## config.mk

```make
export PLATFORM = sky130hd
export DESIGN_NAME = wrap_event_monitor
export DESIGN_NICKNAME = d
export VERILOG_FILES = /design/src/rtl/wrap_event_monitor.sv
export SDC_FILE = /design/constraint.sdc
export NUM_CORES = 1
export LEC_CHECK = 0
export ABC_AREA = 1
export CAP_MARGIN = 20
export CORE_ASPECT_RATIO = 0.6
export CORE_MARGIN = 10
export CORE_UTILIZATION = 25
export CTS_BUF_LIST = sky130_fd_sc_hd__clkbuf_8
export CTS_CLUSTER_DIAMETER = 100
export DETAILED_ROUTE_END_ITERATION = 8
export PLACE_DENSITY_LB_ADDON = 0.2
export REMOVE_ABC_BUFFERS = 1
export SLEW_MARGIN = 20
export SYNTH_ARGS = -nofsm -noshare
export SYNTH_HDL_FRONTEND = slang
export SYNTH_SLANG_ARGS = --single-unit
```

## constraint.sdc

```tcl
create_clock -name clk -period 1.8 [get_ports clk]
set_input_delay 0.18 -clock clk [delete_from_list [all_inputs] [get_ports clk]]
set_output_delay 0.18 -clock clk [all_outputs]
set_load 0.01 [all_outputs]
```

## src/rtl/wrap_event_monitor.sv

```systemverilog
// Epoch extension, compare-match detection and timestamped event FIFO for the 4-bit wrap counter.
// Optional counter sequence checker enabled by defining WRAP_MON_SEQ_CHECK_EN.
module wrap_event_monitor #(
  parameter int unsigned EPOCH_W    = 8,
  parameter int unsigned FIFO_DEPTH = 4
) (
  input  logic                          clk,
  input  logic                          reset,
  input  logic [3:0]                    cnt_in,
  input  logic                          ovf_in,
  input  logic                          match_en,
  input  logic [3:0]                    match_val,
  output logic                          evt_valid,
  input  logic                          evt_ready,
  output logic [EPOCH_W+5:0]            evt_data,
  output logic [EPOCH_W-1:0]            epoch,
  output logic [$clog2(FIFO_DEPTH):0]   fifo_level,
  output logic [7:0]                    drop_cnt,
  output logic                          seq_err
);

  localparam int unsigned AW = (FIFO_DEPTH > 1) ? $clog2(FIFO_DEPTH) : 1;
  localparam int unsigned LW = AW + 1;
  localparam int unsigned DW = EPOCH_W + 6;

  logic [DW-1:0] mem [FIFO_DEPTH];
  logic [AW-1:0] wr_ptr;
  logic [AW-1:0] rd_ptr;
  logic          match_hit;
  logic          hit;
  logic          full;
  logic          pop;
  logic          push;
  logic          drop;
  logic [DW-1:0] evt_word;

  // Event formation uses the epoch value before this cycle's increment
  assign match_hit = match_en && (cnt_in == match_val);
  assign hit       = ovf_in || match_hit;
  assign evt_word  = {ovf_in, match_hit, epoch, cnt_in};
  assign full      = (fifo_level == LW'(FIFO_DEPTH));
  assign pop       = evt_valid && evt_ready;
  assign push      = hit && (!full || pop);
  assign drop      = hit && !push;

  assign evt_valid = (fifo_level != '0);
  assign evt_data  = evt_valid ? mem[rd_ptr] : '0;

  always_ff @(posedge clk) begin
    if (push) mem[wr_ptr] <= evt_word;
  end

  always_ff @(posedge clk or posedge reset) begin
    if (reset) begin
      wr_ptr     <= '0;
      rd_ptr     <= '0;
      fifo_level <= '0;
    end else begin
      if (push) wr_ptr <= wr_ptr + AW'(1);
      if (pop)  rd_ptr <= rd_ptr + AW'(1);
      case ({push, pop})
        2'b10:   fifo_level <= fifo_level + LW'(1);
        2'b01:   fifo_level <= fifo_level - LW'(1);
        default: fifo_level <= fifo_level;
      endcase
    end
  end

  // Epoch advances on every overflow, whether or not its event was queued
  always_ff @(posedge clk or posedge reset) begin
    if (reset) begin
      epoch    <= '0;
      drop_cnt <= '0;
    end else begin
      if (ovf_in) epoch <= epoch + EPOCH_W'(1);
      if (drop && (drop_cnt != 8'hFF)) drop_cnt <= drop_cnt + 8'd1;
    end
  end

`ifdef WRAP_MON_SEQ_CHECK_EN
  logic [3:0] prev_cnt;
  logic       prev_valid;
  logic       seq_bad;

  assign seq_bad = prev_valid &&
                   ((cnt_in != 4'(prev_cnt + 4'd1)) || (ovf_in != (prev_cnt == 4'd15)));

  always_ff @(posedge clk or posedge reset) begin
    if (reset) begin
      prev_cnt   <= '0;
      prev_valid <= 1'b0;
      seq_err    <= 1'b0;
    end else begin
      prev_cnt   <= cnt_in;
      prev_valid <= 1'b1;
      if (seq_bad) seq_err <= 1'b1;
    end
  end
`else
  assign seq_err = 1'b0;
`endif

endmodule

```

Run 1, signal wires on met1:
Bar = 50 µm.
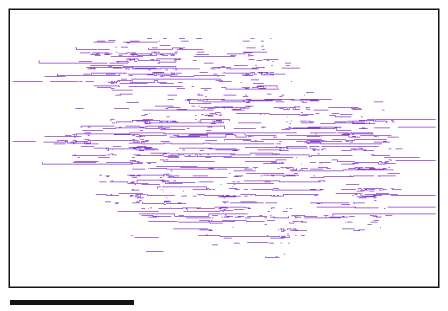
- longest straight run: 41.4 µm
- nets with wire on the layer: 401
- share of all routed wire: 51%
- wire length on this layer: 4390 µm
total wirelength of the detailed-routed design: 8630 µm
detailed-route via count: 2453
GRT met1 Usage: 12.5%

Run 1, met2 routing:
Bar = 50 µm. Cells faint in the background.
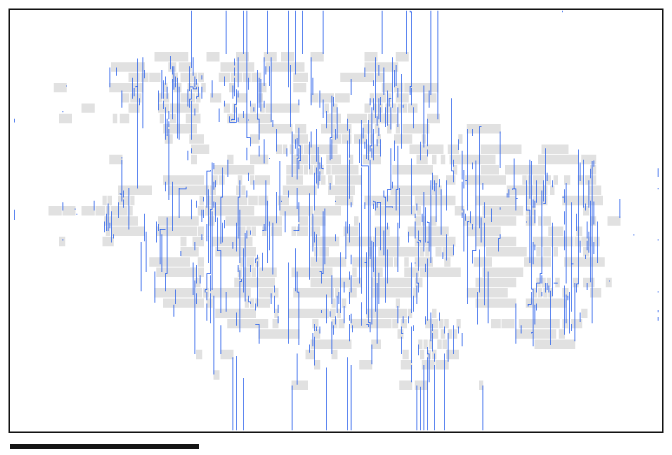
- main direction: vertical
- share of all routed wire: 43%
fraction of met2 tracks used by global routing: 13.3%

Run 1, metal 3:
Bar = 50 µm. Cells faint in the background.
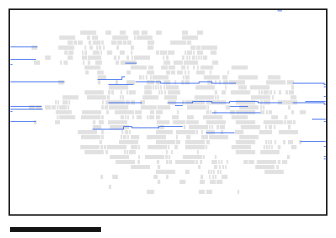
- share of all routed wire: 5.4%
- wire length on this layer: 463 µm
met3 Resource Use GR: 3.95%

==> results_tabular.tex, run 1 <==
% Synthesis and place-and-route results
\begin{tabular}{lr}
\hline
Metric & Value \\
\hline
\multicolumn{2}{l}{\textbf{Finish}} \\
Signal buffers & 91 \\
Number of nets in the finished design & 435 \\
Seq cells & 79 \\
Multi-input combinational gate total & 208 \\
Largest register FFs & 56 \\
Biggest regs & mem: 56 flops, drop\_cnt: 8 flops, epoch: 8 flops \\
Logic inverters & 26 \\
Antenna diode count & 0 \\
Dominant kind of cell by area & sequential cells \\
Top logic cells by instance count in the layout & sky130\_fd\_sc\_hd\_\_nor2\_1 (59), sky130\_fd\_sc\_hd\_\_edfxtp\_1 (56), sky130\_fd\_sc\_hd\_\_nand2\_1 (31) \\
Layout clock buffer count & 9 \\
\multicolumn{2}{l}{\textbf{Timing}} \\
Worst-case setup margin in the final layout & -0.00798 ns \\
Fmax & 553 MHz \\
Hold Violations, Final & 0 \\
Endpoints failing setup & 1 \\
\multicolumn{2}{l}{\textbf{Placed design}} \\
Placed wire-length estimate after detailed placement & 5960 µm \\
Post-placement cell count & 583 \\
Worst setup timing slack at the placement stage & -0.505 ns \\
\multicolumn{2}{l}{\textbf{Clock tree}} \\
Post\_cts resized & 77 \\
Bufs on Longest Clock Path & 2 \\
TritonCTS Buffers & 9 \\
Reg clk slew, reported paths & 0.08 ns \\
Cell at the root of the clock tree & sky130\_fd\_sc\_hd\_\_clkbuf\_8 \\
\# clock sinks & 79 \\
Hold buffers post-CTS & 0 \\
Depth of the CTS H-tree & 3 \\
Postcts setup bufs & 9 \\
CTS tree & done \\
\multicolumn{2}{l}{\textbf{Pwr}} \\
Power density over the cells & 1700 nW/µm² \\
Worst IR Drop VDD & 0.000501 V \\
Switch share & 35.9\% \\
Main power-consuming group & combinational logic \\
Power dissipated in sequential cells & 2.95 mW \\
Proportion of power drawn by combinational gates & 46.3\% \\
\multicolumn{2}{l}{\textbf{Run}} \\
Count of warning messages emitted by the tools & 30 \\
\multicolumn{2}{l}{\textbf{Worst setup path}} \\
Worst Setup Path Type & reg -> out \\
Worst Reg-to-Reg Cells & 12 \\
Crit path arrival time & 1.63 ns \\
Endpoint of the most critical setup path & evt\_data[8] \\
Register-to-register setup slack & 0.04 ns \\
Reg-to-reg startpoint & fifo\_level[0] \\
CP startpoint & rd\_ptr[1] \\
Slowest stage delay, CP & 0.41 ns \\
Reg-to-reg endpoint & fifo\_level[2] \\
\multicolumn{2}{l}{\textbf{Outcome}} \\
Violations in the final reports & setup timing \\
Result of the run & finished, violations left \\
\multicolumn{2}{l}{\textbf{Route}} \\
Top layer reached by signal wires & met4 \\
Sum of met2 wire segment lengths after detailed routing & 3700 µm \\
Detailed-route vias per instance & 4.01 \\
Met1 layer wirelength in the final routing & 4390 µm \\
Routed wire length per instance & 14.1 µm \\
Antenna-violating nets left & 0 \\
\multicolumn{2}{l}{\textbf{Synthesis}} \\
Top cell type's share of synthesized area & 48.0\% \\
Cell type with the largest total area & sky130\_fd\_sc\_hd\_\_edfxtp\_1 \\
Register share after synthesis & 64.4\% \\
Most used flip-flop cell & sky130\_fd\_sc\_hd\_\_edfxtp\_1 \\
Basic Gates by Area & 16.5\% \\
Total cells reported by yosys after synthesis & 322 \\
Syn Std Cell Area & 3500 µm² \\
Most instantiated library cell after synthesis & sky130\_fd\_sc\_hd\_\_nor2\_1 \\
FF+latch count, synth & 79 \\
\multicolumn{2}{l}{\textbf{Global routing}} \\
Vias in the first global route & 2458 \\
Global-route layer with the greatest usage & met2 \\
\multicolumn{2}{l}{\textbf{Floorplanning}} \\
Cell row count & 33 \\
Floorplan utilization & 25.6\% \\
Die H & 112 µm \\
\hline
\end{tabular}
==> inputs of run 2 (changes only) <==
--- a/config.mk
+++ b/config.mk
@@ -9,7 +9,7 @@
 export CAP_MARGIN = 20
 export CORE_ASPECT_RATIO = 0.6
 export CORE_MARGIN = 10
-export CORE_UTILIZATION = 25
+export CORE_UTILIZATION = 40
 export CTS_BUF_LIST = sky130_fd_sc_hd__clkbuf_8
 export CTS_CLUSTER_DIAMETER = 100
 export DETAILED_ROUTE_END_ITERATION = 8
Run 2, cell area per tile:
14 x 9 tiles, from white (low) to dark blue (high), 0 to 100% covered.
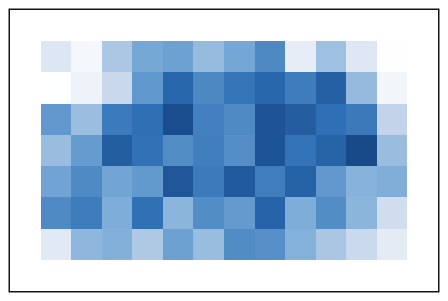
- densest ninth of the die: center
- fullest tile: 89%
- nearly empty tiles: 35%
- tiles over 75% full: 11%
floorplan utilization: 41.1%
Core Area: 8520 µm²
Post-Route Utilization: 55.9%

==> run 2 against run 1 <==
  * The flow still finishes with violations (setup timing)
  * Final cell count shrank 13%
  * Critical path depth is the same
  * Combinational power shrank 4%
  * Sequential power is essentially flat
  * Flip-flop count is the same
  * Synthesized cell count is the same
  * Clock power shrank about 10%
  * Die size shrank 33%
  * Largest cell class unchanged
  * Power shrank 4.3%
  * Critical path type unchanged
  * Clock-buffer cell count grew 1
  * Largest power group unchanged
  * Synthesized area is the same
==> results_tabular.tex, run 2 <==
% Synthesis and place-and-route results
\begin{tabular}{lr}
\hline
Metric & Value \\
\hline
\multicolumn{2}{l}{\textbf{Worst setup path}} \\
Worst Reg-to-Reg Cells & 10 (was 12) \\
Worst Path Required & 1.62 ns (about the same) \\
Maximum fanout count along the critical path & 6 (was 8) \\
Endpoint of the most critical setup path & evt\_data[6] (was evt\_data[8]) \\
Kind of cell adding the most delay to the critical path & simple AND/OR/NAND/NOR gates (was buffers and inverters) \\
Stages on worst setup path & 6 (unchanged) \\
Reg-to-reg startpoint & fifo\_level[1] (was fifo\_level[0]) \\
Worst Setup Path Type & reg -> out (unchanged) \\
Startpoint type of the worst setup path & flop (unchanged) \\
Crit path arrival time & 1.63 ns (about the same) \\
Register-to-register setup slack & 0 ns (was 0.04 ns) \\
Reg-to-reg endpoint & mem[1][6] (was fifo\_level[2]) \\
CP startpoint & fifo\_level[1] (was rd\_ptr[1]) \\
Ordered cell list for the critical path & or2\_4 -> nor2\_8 -> buf\_8 -> buf\_12 -> a21oi\_1 -> buf\_2 (was buf\_4 -> buf\_12 -> nor2\_1 -> o21ai\_1 -> a21oi\_1 -> buf\_2) \\
Slowest stage delay, CP & 0.39 ns (was 0.41 ns) \\
\multicolumn{2}{l}{\textbf{Synthesis}} \\
Syn Std Cell Area & 3500 µm² (unchanged) \\
Main area contributors & sky130\_fd\_sc\_hd\_\_edfxtp\_1 (48\%), sky130\_fd\_sc\_hd\_\_dfrtp\_1 (16\%), sky130\_fd\_sc\_hd\_\_nor2\_1 (7.5\%) (unchanged) \\
Xor/xnor share & 4.50\% (unchanged) \\
Synth async-reset ratio & 29.1\% (unchanged) \\
Post-synthesis share of cell area spent on and-or and or-and gates & 7.50\% (unchanged) \\
EDFF count, synth & 56 (unchanged) \\
Mux contribution to synthesized area & 0\% (unchanged) \\
Synth Warn \# & 0 (unchanged) \\
Most instantiated library cell after synthesis & sky130\_fd\_sc\_hd\_\_nor2\_1 (unchanged) \\
Commonest cells in the synthesized netlist & sky130\_fd\_sc\_hd\_\_nor2\_1 (70), sky130\_fd\_sc\_hd\_\_edfxtp\_1 (56), sky130\_fd\_sc\_hd\_\_nand2\_1 (38) (unchanged) \\
Total cells reported by yosys after synthesis & 322 (unchanged) \\
Basic Gates by Area & 16.5\% (unchanged) \\
FF+latch count, synth & 79 (unchanged) \\
Comb area leader & simple AND/OR/NAND/NOR gates (unchanged) \\
Yosys Chip Area & 3500 µm² (unchanged) \\
Adder-cell area share of the yosys netlist & 2.71\% (unchanged) \\
Top cell type's share of synthesized area & 48.0\% (unchanged) \\
Register share after synthesis & 64.4\% (unchanged) \\
Count of different cell masters after synthesis & 27 (unchanged) \\
Synthesized instance count & 322 (unchanged) \\
Cell type with the largest total area & sky130\_fd\_sc\_hd\_\_edfxtp\_1 (unchanged) \\
Most used flip-flop cell & sky130\_fd\_sc\_hd\_\_edfxtp\_1 (unchanged) \\
\multicolumn{2}{l}{\textbf{Timing}} \\
Worst setup skew after layout & 0.00752 ns (was 0.0117 ns) \\
Hold Violations, Final & 0 (unchanged) \\
Final min period & 1.81 ns (about the same) \\
Final slew viol count & 0 (unchanged) \\
Final period util & 101\% (was 100\%) \\
Worst-case setup margin in the final layout & -0.0101 ns (was -0.00798 ns) \\
Total negative slack & -0.0187 ns (was -0.00798 ns) \\
Fmax & 552 MHz (was 553 MHz) \\
RSZ-0062 raised after global routing & yes (unchanged) \\
Endpoints failing setup & 2 (was 1) \\
Final-layout worst hold slack & 0.167 ns (was 0.175 ns) \\
\multicolumn{2}{l}{\textbf{Run}} \\
Count of warning messages emitted by the tools & 30 (unchanged) \\
\multicolumn{2}{l}{\textbf{Pwr}} \\
Internal power summed over all cells & 5.06 mW (was 5.38 mW) \\
Main power-consuming group & combinational logic (unchanged) \\
Power share of the sequential group & 36.9\% (was 35.2\%) \\
Static leakage power & 1.97 nW (was 2.01 nW) \\
Clock group share of total power & 16.8\% (was 18.5\%) \\
Logic power comb & 3.72 mW (was 3.89 mW) \\
Proportion of power drawn by combinational gates & 46.3\% (about the same) \\
Worst IR Drop VDD & 0.000892 V (was 0.000501 V) \\
Power density over the cells & 1690 nW/µm² (was 1700 nW/µm²) \\
Switch share & 37.0\% (was 35.9\%) \\
Power dissipated in sequential cells & 2.96 mW (was 2.95 mW) \\
Clock network power & 1.35 mW (was 1.55 mW) \\
\multicolumn{2}{l}{\textbf{Finish}} \\
Number of cells in the finished layout apart from fillers & 532 (was 612) \\
Portion of the layout cell area used by clock cells & 4.34\% (was 4.75\%) \\
Dominant kind of cell by area & sequential cells (unchanged) \\
Multi-input combinational gate total & 207 (was 208) \\
Number of nets in the finished design & 435 (unchanged) \\
Fraction of cell area in non-clock buffers & 18.7\% (was 18.1\%) \\
Area occupied by multi-input gates & 1170 µm² (was 1220 µm²) \\
Layout clock buffer count & 10 (was 9) \\
Share of layout cells above drive strength 1 & 25.5\% (was 28.3\%) \\
Most flop-heavy register & mem (unchanged) \\
Largest register FFs & 56 (unchanged) \\
Commonest Layout Cell & sky130\_fd\_sc\_hd\_\_nor2\_1 (unchanged) \\
Seq cells & 79 (unchanged) \\
Post-Layout Inst Area & 4760 µm² (was 4950 µm²) \\
Seq. cell area & 2260 µm² (unchanged) \\
Biggest regs & mem: 56 flops, drop\_cnt: 8 flops, epoch: 8 flops (unchanged) \\
Top logic cells by instance count in the layout & sky130\_fd\_sc\_hd\_\_nor2\_1 (63), sky130\_fd\_sc\_hd\_\_edfxtp\_1 (56), sky130\_fd\_sc\_hd\_\_nand2\_1 (37) (was sky130\_fd\_sc\_hd\_\_nor2\_1 (59), sky130\_fd\_sc\_hd\_\_edfxtp\_1 (56), sky130\_fd\_sc\_hd\_\_nand2\_1 (31)) \\
Logic inverters & 26 (unchanged) \\
Antenna diode count & 0 (unchanged) \\
Signal buffers & 92 (was 91) \\
Multi-input gate share of the layout cell area & 24.5\% (was 24.6\%) \\
\multicolumn{2}{l}{\textbf{Clock tree}} \\
Post\_cts resized & 54 (was 77) \\
Insertion delay of the later-clocked pin in the worst-skew pair & 0.35 ns (was 0.36 ns) \\
Cell at the root of the clock tree & sky130\_fd\_sc\_hd\_\_clkbuf\_8 (unchanged) \\
Hold buffers post-CTS & 0 (unchanged) \\
CTS tree & done (unchanged) \\
Postcts setup bufs & 4 (was 9) \\
Depth of the CTS H-tree & 3 (unchanged) \\
TritonCTS Buffers & 9 (unchanged) \\
Bufs on Longest Clock Path & 2 (unchanged) \\
Reg clk slew, reported paths & 0.08 ns (about the same) \\
\# clock sinks & 79 (unchanged) \\
\multicolumn{2}{l}{\textbf{Placed design}} \\
Gpl congestion & 0.765 (was 0.722) \\
Post-placement cell count & 507 (was 583) \\
Worst setup timing slack at the placement stage & -0.408 ns (was -0.505 ns) \\
Placed wire-length estimate after detailed placement & 5650 µm (was 5960 µm) \\
Number of buffers added on ports & 46 (unchanged) \\
Total placed instance area & 4410 µm² (was 4500 µm²) \\
\multicolumn{2}{l}{\textbf{Route}} \\
Antenna-violating nets left & 0 (unchanged) \\
Total wirelength of the detailed-routed design & 8150 µm (was 8630 µm) \\
Iter 0 DRT Violations & 167 (was 96) \\
Drt pass-1 iters & 4 (was 6) \\
Met3 Wirelength & 548 µm (was 462 µm) \\
Routed wire length per instance & 15.3 µm (was 14.1 µm) \\
DRC violations left & 0 (unchanged) \\
Sum of met2 wire segment lengths after detailed routing & 3590 µm (was 3700 µm) \\
Met1 layer wirelength in the final routing & 3920 µm (was 4390 µm) \\
Detailed-route via count & 2503 (was 2453) \\
Detailed-route vias per instance & 4.70 (was 4.01) \\
Top layer reached by signal wires & met4 (unchanged) \\
\multicolumn{2}{l}{\textbf{Outcome}} \\
Result of the run & finished, violations left (unchanged) \\
Violations in the final reports & setup timing (unchanged) \\
\multicolumn{2}{l}{\textbf{Global routing}} \\
Fraction of met2 tracks used by global routing & 18.6\% (was 13.3\%) \\
GRT met1 Usage & 17.5\% (was 12.5\%) \\
GR Overflow Total & 0 (unchanged) \\
Largest net degree at the start of global routing & 24 (unchanged) \\
Vias in the first global route & 2426 (was 2458) \\
Number of antenna violations at the first check in global routing & 0 (unchanged) \\
Global-route layer with the greatest usage & met2 (unchanged) \\
Met3 Resource Use GR & 4.49\% (was 3.95\%) \\
Wire length of the first global-routing pass & 13200 µm (was 13900 µm) \\
\multicolumn{2}{l}{\textbf{Floorplanning}} \\
Top-level I/O count & 48 (unchanged) \\
Die H & 92.5 µm (was 112 µm) \\
Cell row count & 26 (was 33) \\
Well-tap cell count & 112 (was 192) \\
Floorplan die area & 13000 µm² (was 19300 µm²) \\
\hline
\end{tabular}
Power is estimated from default activity; no workload was simulated.
